==> run_1/density.png <==
The bar under the picture is 100 µm long. The die is cut into 28 by 28 equal tiles; black is low, pale yellow is high, 0 to 100% covered.
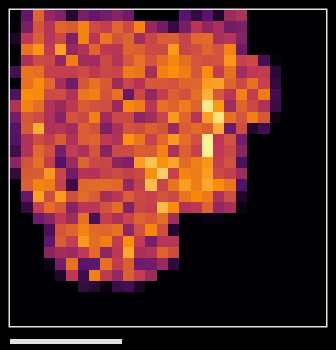
==> run_1/final_congestion.png <==
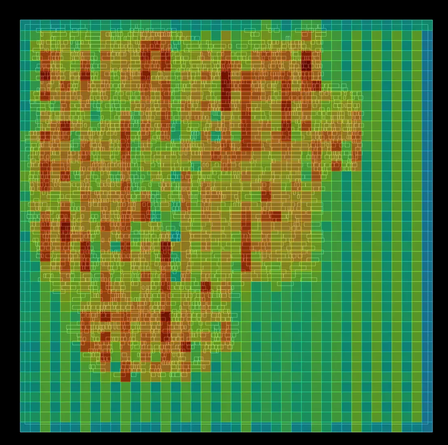
==> run_1/pdn.png <==
The bar under the picture is 100 µm long. Pins as bars on the die edge.
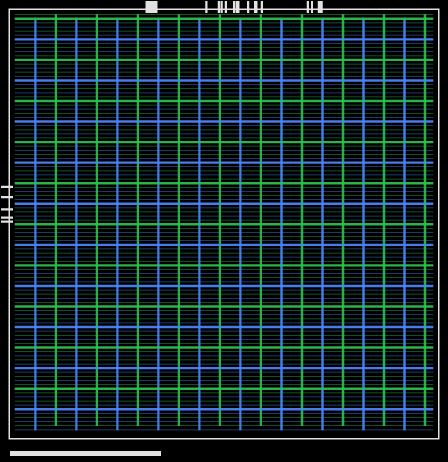
Design rs_poly_normalizer, sky130hd; sources not shown.
==> out/qor.txt, run 1 <==
H-Tree Depth -> 4
Worst Reg-to-Reg Cells -> 44
Main flop type -> edfxtp_1
Crit path DRT -> 18680 ps
Hold WC Path Type -> reg2reg
First-pass GRT wire length -> 104900 µm
CP max stage delay -> 860 ps
CTS buffer count -> 17
Pre-CTS WS -> 2274 ps
Placed inst area -> 0.02562 mm²
Largest net degree at the start of global routing -> 58
Vias in the first global route -> 18140
Critical path class -> reg2reg
Top cell area share -> 0.1660
Unique cell types -> 112
Final max-slew violation count -> 0
Ys async rst share -> 0
Setup Viol. Count Final -> 0
Routed vias -> 19140
Post-synth EDFFs -> 136
Tool Warnings -> 34
Clock latency on the worst-skew pair -> 440 ps
DRT Pass-1 Iters -> 7
Yosys cell count -> 2751
Data arrival, critical path -> 16550 ps
Synth Area per Inst -> 8.942 µm²
Floorplan utilization -> 0.3234
Relative slew slack -> 0.3486
Clk root buf -> clkbuf_16
Final hold viol count -> 0
Hold Path Depth -> 2
DR WL/cell -> 17.64 µm
Top cells by area -> edfxtp_1 17%, xnor2_1 16%, xnor3_1 8.2%, xor2_1 5.3%, dfxtp_1 4.9%
Area delta synth->final -> 6.597%
Total I/O pin count -> 29
Port buffer count -> 0
Initial antenna violation count -> 0
DRC viols -> 0
Worst reg2reg setup slack -> 2130 ps
Max Clock Freq -> 61.64 MHz
Status -> completed
Diode count -> 0
GPL Wtd Cong -> 0.8541
Share of layout cells above drive strength 1 -> 0.1022
-- density.png (at the start) --
- densest ninth of the die: middle
- emptiest ninth of the die: bottom right
- mean over tiles: 31%
- fullest tile: 97%
- nearly empty tiles: 41%
Finished Core Util: 0.3447
core area: 0.07608 mm²

-- final_congestion.png (at the start) --
GRT Total Usage: 0.1586
M3 GR Usage: 0.01649

-- pdn.png (at the start) --
- blue: VSS
- green: VDD
- signal pins: 29
- met4 straps: 20
- rows: 101
- met5 straps: 20
- met1 rails: 102
die width: 283.3 µm
Die Ht: 283.3 µm

## run 1: layout make-up
| class | count | area [µm²] |
|---|---|---|
| Tap cell | 1030 | 1289 |
| Multi-Input combinational cell | 2320 | 18470 |
| Fill cell | 7883 | 49850 |
| Timing Repair Buffer | 54 | 405.4 |
| Clock inverter | 13 | 130.1 |
| Inverter | 49 | 183.9 |
| Sequential cell | 196 | 5286 |
| Clock buffer | 19 | 455.4 |
## run 1: placed cells by master, fill, tap and decap left out, types with 12 or more instances in the layout
cell type / instances
dfxtp_1: 59
o211ai_1: 24
xnor2_4: 12
nand2_1: 300
buf_4: 54
inv_1: 41
a31oi_1: 32
ha_1: 22
a22oi_1: 23
clkbuf_16: 18
mux2_2: 18
nor2b_1: 56
xor2_1: 142
a211o_1: 13
xnor2_2: 32
xnor3_1: 90
o21ai_0: 81
o21ai_1: 15
or3_1: 21
xor2_2: 16
edfxtp_1: 136
xnor2_1: 437
and2_1: 51
a21oi_1: 101
nor4_1: 14
nand2b_1: 26
o22ai_1: 29
and3_1: 20
mux4_2: 32
a211oi_1: 31
mux2i_1: 64
nor2_1: 299
nand3_1: 48
nor3_1: 54
## run 1: cells in the mapped netlist, types with 54 or more instances
| library cell | n |
|---|---|
| nor3_1 | 54 |
| xnor2_1 | 444 |
| nor2_1 | 301 |
| clkbuf_1 | 102 |
| edfxtp_1 | 136 |
| dfxtp_1 | 60 |
| xnor3_1 | 90 |
| nand2_1 | 300 |
| xor2_1 | 149 |
| nor2b_1 | 56 |
| o21ai_0 | 82 |
| mux2i_1 | 65 |
| a21oi_1 | 102 |
## run 1: through the flow
step	utilization	hold WS [ps]	cells
6_report	0.3447	534.4	3681
5_1_grt	0.3447	558.8	3681
4_1_cts	0.3444	532.2	3681
3_5_place_dp	0.3367	520.5	3649
3_3_place_gp	0.3363	519.2	3649
2_1_floorplan	-	485.2	2751
## run 1: layer usage
| metal | up-vias | routed length, µm | track usage | part of all wire |
|---|---|---|---|---|
| met5 | - | 0 | 0 | 0 |
| met4 | 0 | 1293 | 0.03710 | 0.020 |
| met3 | 69 | 3057 | 0.01649 | 0.047 |
| met2 | 511 | 30820 | 0.2649 | 0.47 |
| met1 | 9250 | 29770 | 0.2208 | 0.46 |
| li1 | 9306 | - | - | - |
## run 1: cell families (layout without fill, tap and decap cells)
logic type      count (synthesis)  count (layout)  share of synthesized area
compound gates                471             471                     0.1311
flops                         196             196                     0.2148
fa+ha+maj                      23              23                    0.01170
buf+inv                       235             135                    0.04094
simple gates                  951             951                     0.1792
xor+xnor                      758             758                     0.3573
mux                           117             117                    0.06490
## run 1: critical path, delay by kind of cell (launching register included)
kind                     cells  cell delay, ps
buffers and inverters        4            1410
AND-OR/OR-AND                7            1330
multiplexers                 2             790
AND/OR/NAND/NOR              9            2260
flip-flops                   1             850
XOR/XNOR                    19            7870
adder cells (fa/ha/maj)      3            1510
--- run 2 (diff from run 1) ---
--- a/config.mk
+++ b/config.mk
@@ -5,6 +5,7 @@
 export SDC_FILE = /design/constraint.sdc
 export NUM_CORES = 1
 export LEC_CHECK = 0
+export CAP_MARGIN = 5
 export CORE_MARGIN = 3
 export CORE_UTILIZATION = 32
 export DETAILED_ROUTE_END_ITERATION = 16
==> out/qor.txt, run 2 <==
DRT Pass-1 Iters -> 7
Area delta synth->final -> 6.597%
Top cell area share -> 0.1660
DRC viols -> 0
First-pass GRT wire length -> 104900 µm
Final max-slew violation count -> 0
Share of layout cells above drive strength 1 -> 0.1022
Die Ht -> 283.3 µm
Top post-synthesis cells by count -> 444 x xnor2_1, 301 x nor2_1, 300 x nand2_1
Hold slack -> 534.4 ps
Floorplan utilization -> 0.3234
GPL Wtd Cong -> 0.8541
Relative slew slack -> 0.3486
Clock latency on the worst-skew pair -> 440 ps
Status -> completed
Ys async rst share -> 0
Most frequent logic cell in the layout -> xnor2_1
CP max stage delay -> 860 ps
Critical path class -> reg2reg
Vias in the first global route -> 18140
Largest net degree at the start of global routing -> 58
run 2: routing by layer:
metal / track usage / vias up / share of wire
met5: 0 / - / 0
met4: 0.03710 / 0 / 0.020
met3: 0.01649 / 69 / 0.047
met2: 0.2649 / 511 / 0.47
met1: 0.2208 / 9250 / 0.46
li1: - / 9306 / -
run 2: per-stage QoR:
| stage | setup WS (ps) | area [µm²] | cells | util |
|---|---|---|---|---|
| floorplan | 4949 | 24600 | 2751 | - |
| detailed placement | 2274 | 25620 | 3649 | 0.3367 |
| finish | 2127 | 26220 | 3681 | 0.3447 |
| global placement | 2183 | 25580 | 3649 | 0.3363 |
| global route | 969.1 | 26220 | 3681 | 0.3447 |
| CTS | 2180 | 26200 | 3681 | 0.3444 |
run 2: logic make-up (layout without fill, tap and decap cells):
group,after synthesis,in the layout,share of synthesized area
adders and majority gates,23,23,0.01170
and+or+nand+nor,951,951,0.1792
xor gates and xnor gates,758,758,0.3573
buffers and inverters,235,135,0.04094
muxes,117,117,0.06490
AOI/OAI and AO/OA,471,471,0.1311
DFF,196,196,0.2148
run 2: area by class of cell:
| class | instances | area [µm²] | share of cell area |
|---|---|---|---|
| clock buffer | 19 | 455.4 | 0.01737 |
| clock inverter | 13 | 130.1 | 0.004962 |
| inverter | 49 | 183.9 | 0.007014 |
| multi-input combinational | 2320 | 18470 | 0.7045 |
| sequential | 196 | 5286 | 0.2016 |
| tap | 1030 | 1289 | 0.04915 |
| timing repair buffer | 54 | 405.4 | 0.01546 |
run 2: worst reg2reg max path, delay by kind of cell, from the launching register on:
family	cells	cell delay, ps
XOR/XNOR	19	7920
adder cells (fa/ha/maj)	3	1510
multiplexers	2	790
flip-flops	1	850
AND-OR/OR-AND	7	1330
AND/OR/NAND/NOR	9	2270
buffers and inverters	4	1430
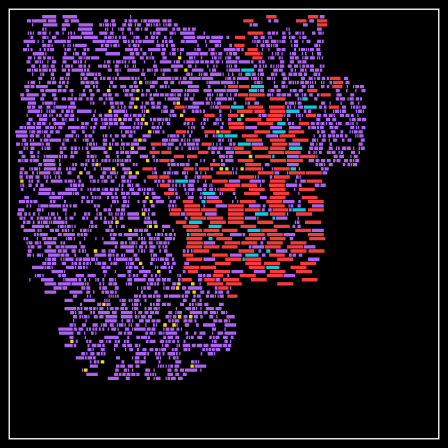
(run_2/cell_classes.png)
- purple: all other logic (cells 2369; share of their area 75%)
- yellow: other buffers and delay cells (cells 54; share of their area 1.6%)
- red: flip-flops (cells 196; share of their area 21%)
- cyan: clock drivers and dummy loads (cells 32; share of their area 2.3%)
# rows: 101
final instance area: 0.02622 mm²
fraction of area in registers: 0.2016

